==> images/met1.png <==
Bar = 20 um. Supply wires on this layer in gray.
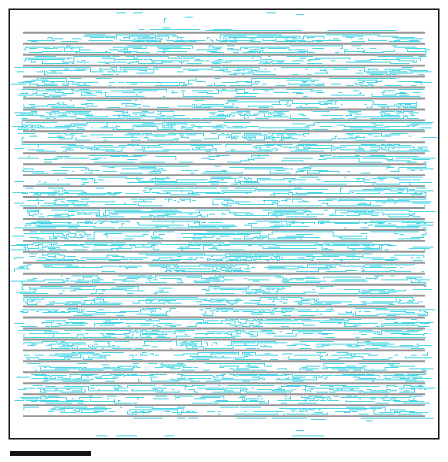
==> images/met2.png <==
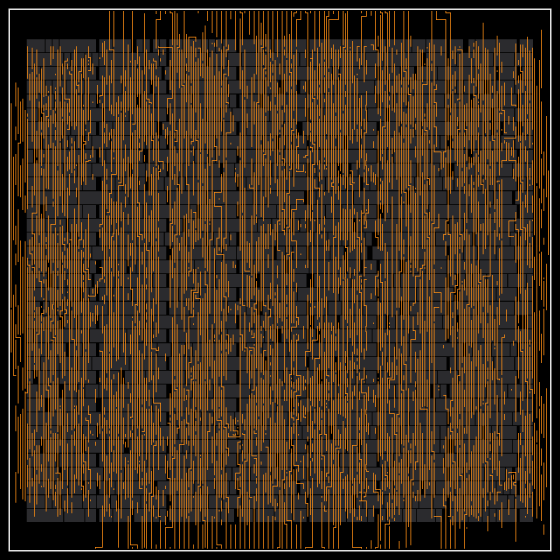
--- src/rtl/mem_axil_master.sv ---
// mem_axil_master: bridges a picorv32-style native memory port onto an
// AXI-lite master with a single outstanding transaction.
//
// Ports
//   clk, resetn           : clock and synchronous active-low reset
//   mem_valid/instr/addr/wdata/wstrb, mem_ready, mem_rdata
//                         : CPU-side request/response (wstrb == 0 is a read)
//   aw*/w*/b*             : AXI-lite write address, write data, write response
//   ar*/r*                : AXI-lite read address, read data
//   bus_err               : sticky response-timeout flag
//
// Optional feature: define AXIL_MASTER_TIMEOUT_EN to enable the response
// timeout. After TIMEOUT_CYCLES the transaction is abandoned, mem_ready is
// pulsed, reads return 32'hDEAD_BEEF and bus_err sets until reset. Without
// the macro the master waits on the slave indefinitely and bus_err is 0.
//
// state | meaning
// ------+-----------------------------------------------------------
// IDLE  | waiting for a CPU request
// WADDR | awvalid/wvalid presented, waiting for both handshakes
// WRESP | bready presented, waiting for bvalid
// RADDR | arvalid presented, waiting for arready
// RDATA | rready presented, waiting for rvalid
// DONE  | mem_ready pulse cycle; blocks relaunch of the same request

module mem_axil_master #(
  parameter int TIMEOUT_CYCLES = 256
) (
  input  logic        clk,
  input  logic        resetn,

  input  logic        mem_valid,
  input  logic        mem_instr,
  input  logic [31:0] mem_addr,
  input  logic [31:0] mem_wdata,
  input  logic [3:0]  mem_wstrb,
  output logic        mem_ready,
  output logic [31:0] mem_rdata,

  output logic        awvalid,
  input  logic        awready,
  output logic [31:0] awaddr,
  output logic [2:0]  awprot,
  output logic        wvalid,
  input  logic        wready,
  output logic [31:0] wdata,
  output logic [3:0]  wstrb,
  input  logic        bvalid,
  output logic        bready,

  output logic        arvalid,
  input  logic        arready,
  output logic [31:0] araddr,
  output logic [2:0]  arprot,
  input  logic        rvalid,
  output logic        rready,
  input  logic [31:0] rdata,

  output logic        bus_err
);

  typedef enum logic [2:0] {
    IDLE,
    WADDR,
    WRESP,
    RADDR,
    RDATA,
    DONE
  } state_t;

  state_t      state, state_d;
  logic        awvalid_d, wvalid_d, bready_d, arvalid_d, rready_d, mem_ready_d;
  logic [31:0] awaddr_d, wdata_d, araddr_d, mem_rdata_d;
  logic [3:0]  wstrb_d;
  logic [2:0]  arprot_d;

`ifdef AXIL_MASTER_TIMEOUT_EN
  localparam int CNT_W = $clog2(TIMEOUT_CYCLES + 1);
  localparam logic [CNT_W-1:0] CNT_MAX = CNT_W'(TIMEOUT_CYCLES);

  logic [CNT_W-1:0] cnt, cnt_d;
  logic             bus_err_d;
`endif

  assign awprot = 3'b000;

  always_comb begin
    state_d     = state;
    awvalid_d   = awvalid;
    wvalid_d    = wvalid;
    bready_d    = bready;
    arvalid_d   = arvalid;
    rready_d    = rready;
    mem_ready_d = 1'b0;
    awaddr_d    = awaddr;
    wdata_d     = wdata;
    wstrb_d     = wstrb;
    araddr_d    = araddr;
    arprot_d    = arprot;
    mem_rdata_d = mem_rdata;
`ifdef AXIL_MASTER_TIMEOUT_EN
    bus_err_d   = bus_err;
    cnt_d       = '0;
`endif

    unique case (state)
      IDLE: begin
        if (mem_valid && !mem_ready) begin
          if (|mem_wstrb) begin
            awaddr_d  = mem_addr;
            wdata_d   = mem_wdata;
            wstrb_d   = mem_wstrb;
            awvalid_d = 1'b1;
            wvalid_d  = 1'b1;
            state_d   = WADDR;
          end else begin
            araddr_d  = mem_addr;
            arprot_d  = {mem_instr, 2'b00};
            arvalid_d = 1'b1;
            state_d   = RADDR;
          end
        end
      end

      WADDR: begin
        if (awvalid && awready) awvalid_d = 1'b0;
        if (wvalid && wready)   wvalid_d  = 1'b0;
        // Each channel is complete once it has handshaken, now or earlier.
        if ((!awvalid || awready) && (!wvalid || wready)) begin
          bready_d = 1'b1;
          state_d  = WRESP;
        end
      end

      WRESP: begin
        if (bvalid && bready) begin
          bready_d    = 1'b0;
          mem_ready_d = 1'b1;
          state_d     = DONE;
        end
      end

      RADDR: begin
        if (arvalid && arready) begin
          arvalid_d = 1'b0;
          rready_d  = 1'b1;
          state_d   = RDATA;
        end
      end

      RDATA: begin
        if (rvalid && rready) begin
          rready_d    = 1'b0;
          mem_rdata_d = rdata;
          mem_ready_d = 1'b1;
          state_d     = DONE;
        end
      end

      DONE: state_d = IDLE;

      default: state_d = IDLE;
    endcase

`ifdef AXIL_MASTER_TIMEOUT_EN
    if (state != IDLE && state != DONE) begin
      // Saturate so a phase change landing on the limit still times out
      // in the following phase.
      cnt_d = (cnt == CNT_MAX) ? cnt : cnt + 1'b1;
      // A state change this cycle means a handshake completed; it wins.
      if (cnt == CNT_MAX && state_d == state) begin
        awvalid_d   = 1'b0;
        wvalid_d    = 1'b0;
        bready_d    = 1'b0;
        arvalid_d   = 1'b0;
        rready_d    = 1'b0;
        mem_ready_d = 1'b1;
        bus_err_d   = 1'b1;
        if (state == RADDR || state == RDATA) mem_rdata_d = 32'hDEAD_BEEF;
        state_d     = DONE;
      end
    end
`endif
  end

  always_ff @(posedge clk) begin
    if (!resetn) begin
      state     <= IDLE;
      awvalid   <= 1'b0;
      wvalid    <= 1'b0;
      bready    <= 1'b0;
      arvalid   <= 1'b0;
      rready    <= 1'b0;
      mem_ready <= 1'b0;
      awaddr    <= '0;
      wdata     <= '0;
      wstrb     <= '0;
      araddr    <= '0;
      arprot    <= '0;
      mem_rdata <= '0;
    end else begin
      state     <= state_d;
      awvalid   <= awvalid_d;
      wvalid    <= wvalid_d;
      bready    <= bready_d;
      arvalid   <= arvalid_d;
      rready    <= rready_d;
      mem_ready <= mem_ready_d;
      awaddr    <= awaddr_d;
      wdata     <= wdata_d;
      wstrb     <= wstrb_d;
      araddr    <= araddr_d;
      arprot    <= arprot_d;
      mem_rdata <= mem_rdata_d;
    end
  end

`ifdef AXIL_MASTER_TIMEOUT_EN
  always_ff @(posedge clk) begin
    if (!resetn) begin
      cnt     <= '0;
      bus_err <= 1'b0;
    end else begin
      cnt     <= cnt_d;
      bus_err <= bus_err_d;
    end
  end
`else
  // Constant 0; the comparison only keeps TIMEOUT_CYCLES referenced.
  assign bus_err = (TIMEOUT_CYCLES < 0);
`endif

endmodule

--- config.mk ---
export PLATFORM = sky130hd
export DESIGN_NAME = mem_axil_master
export DESIGN_NICKNAME = d
export VERILOG_FILES = /design/src/rtl/mem_axil_master.sv
export SDC_FILE = /design/constraint.sdc
export NUM_CORES = 1
export LEC_CHECK = 0
export CORE_MARGIN = 3
export CORE_UTILIZATION = 55
export DETAILED_ROUTE_END_ITERATION = 12
export DONT_BUFFER_PORTS = 1
export PLACE_DENSITY = 0.74
export SYNTH_ARGS = -nofsm -noshare
export SYNTH_HDL_FRONTEND = slang
export SYNTH_SLANG_ARGS = --single-unit
--- constraint.sdc ---
create_clock -name clk -period 1.46 [get_ports clk]
set_input_delay 0.292 -clock clk [delete_from_list [all_inputs] [get_ports clk]]
set_output_delay 0.292 -clock clk [all_outputs]
set_load 0.1 [all_outputs]
==> results.py <==
# Flow results
metrics = {
    "run_status": {
        "outcome": "finished, violations left",
        "violations": "hold timing, setup timing",
    },
    "finish": {
        "syn_to_final_growth_pct": 68.07,
        "nFillCells": 123,
        "num-nonclk-buffers": 285,
        "biggestCellCategory": "non-clock buffers",
        "final-clk-cell-share": 0.06364,
        "fin_util": 0.9785,
        "final_common_cell": "nand2_1",
        "n_clock_buffer": 21,
    },
    "place": {
        "placed_area_mm2": 0.006779,
        "dp.cells": 894,
    },
    "power_and_ir_drop": {
        "p_leak_nw": 3.795,
        "power_w": 0.01165,
        "power_density_mw_per_mm2": 1252,
    },
    "synth": {
        "top_cell_area_share": 0.5138,
        "netlist_top_cells_count": "nand2_1 (269), dfxtp_1 (142), a21boi_1 (98)",
        "logic_family": "simple AND/OR/NAND/NOR gates",
        "yosys-top-cells-area": "dfxtp_1 (51%), nand2_1 (18%), a21boi_1 (13%), a21boi_0 (4.9%), buf_6 (2.0%)",
        "ff_type": "dfxtp_1",
        "yosysUniqueCellTypes": 30,
        "yosysTopAreaCell": "dfxtp_1",
        "yosysWarnings": 0,
    },
    "floorplanning": {
        "chip_area_mm2": 0.01130,
        "taps": 129,
        "core_area_mm2": 0.009503,
    },
    "setup_path": {
        "slowest_stage": "a21boi_1",
        "required_ns": 1.82,
        "max_stage_delay_ns": 0.64,
    },
    "drt": {
        "via_per_inst": 6.533,
        "wl_per_cell_um": 29.23,
        "drc": 0,
    },
    "clocking": {
        "htree_levels": 4,
        "clockRootBuffer": "clkbuf_8",
        "cts_resized": 12,
        "postCtsSetupBuffers": 0,
        "clkLatencyLatePin_ns": 0.53,
    },
    "final_timing": {
        "max_freq_mhz": 430.8,
        "finalCritPeriodShare": 1.590,
        "worst_slack_ns": -0.8611,
        "setup_viol": 161,
        "whs_ns": -0.08435,
        "finalHoldViolations": 95,
    },
    "global_routing": {
        "use_met1": 0.3484,
        "met2_usage": 0.6321,
        "grtUsageTotal": 0.3465,
        "overflow": 0,
        "met3_usage": 0.1141,
    },
    "hold_path": {
        "worstHoldStart": "resetn",
    },
}
Notes on met1.png above:
nets with wire on the layer: 937
wire length on this layer: 8,950 um

Notes on met2.png above:
longest straight run: 45.6 um
share of all routed wire: 45%

[final timing paths]
kind	depth (start not counted)	to	slack, ns
max	7	wdata[26]	-0.86
min	1	araddr[23]	-0.08
max reg2reg	7	wdata[26]	-0.86
min reg2reg	2	mem_rdata[26]	0.48
[flip-flops by register name, summed over array words and instances, names as in the netlist]
signal,count
wdata,32
arvalid,1
rready,1
state,3
mem_ready,1
awaddr,32
mem_rdata,32
arprot,1
bready,1
awvalid,1
wstrb,4
araddr,32
wvalid,1
[power by group]
part           switching [W]  internal (W)  leakage [nW]
clock network        0.00187       0.00260         0.288
registers           0.000116       0.00405          1.16
logic                0.00214      0.000864          2.35
Power is estimated from default activity; no workload was simulated.
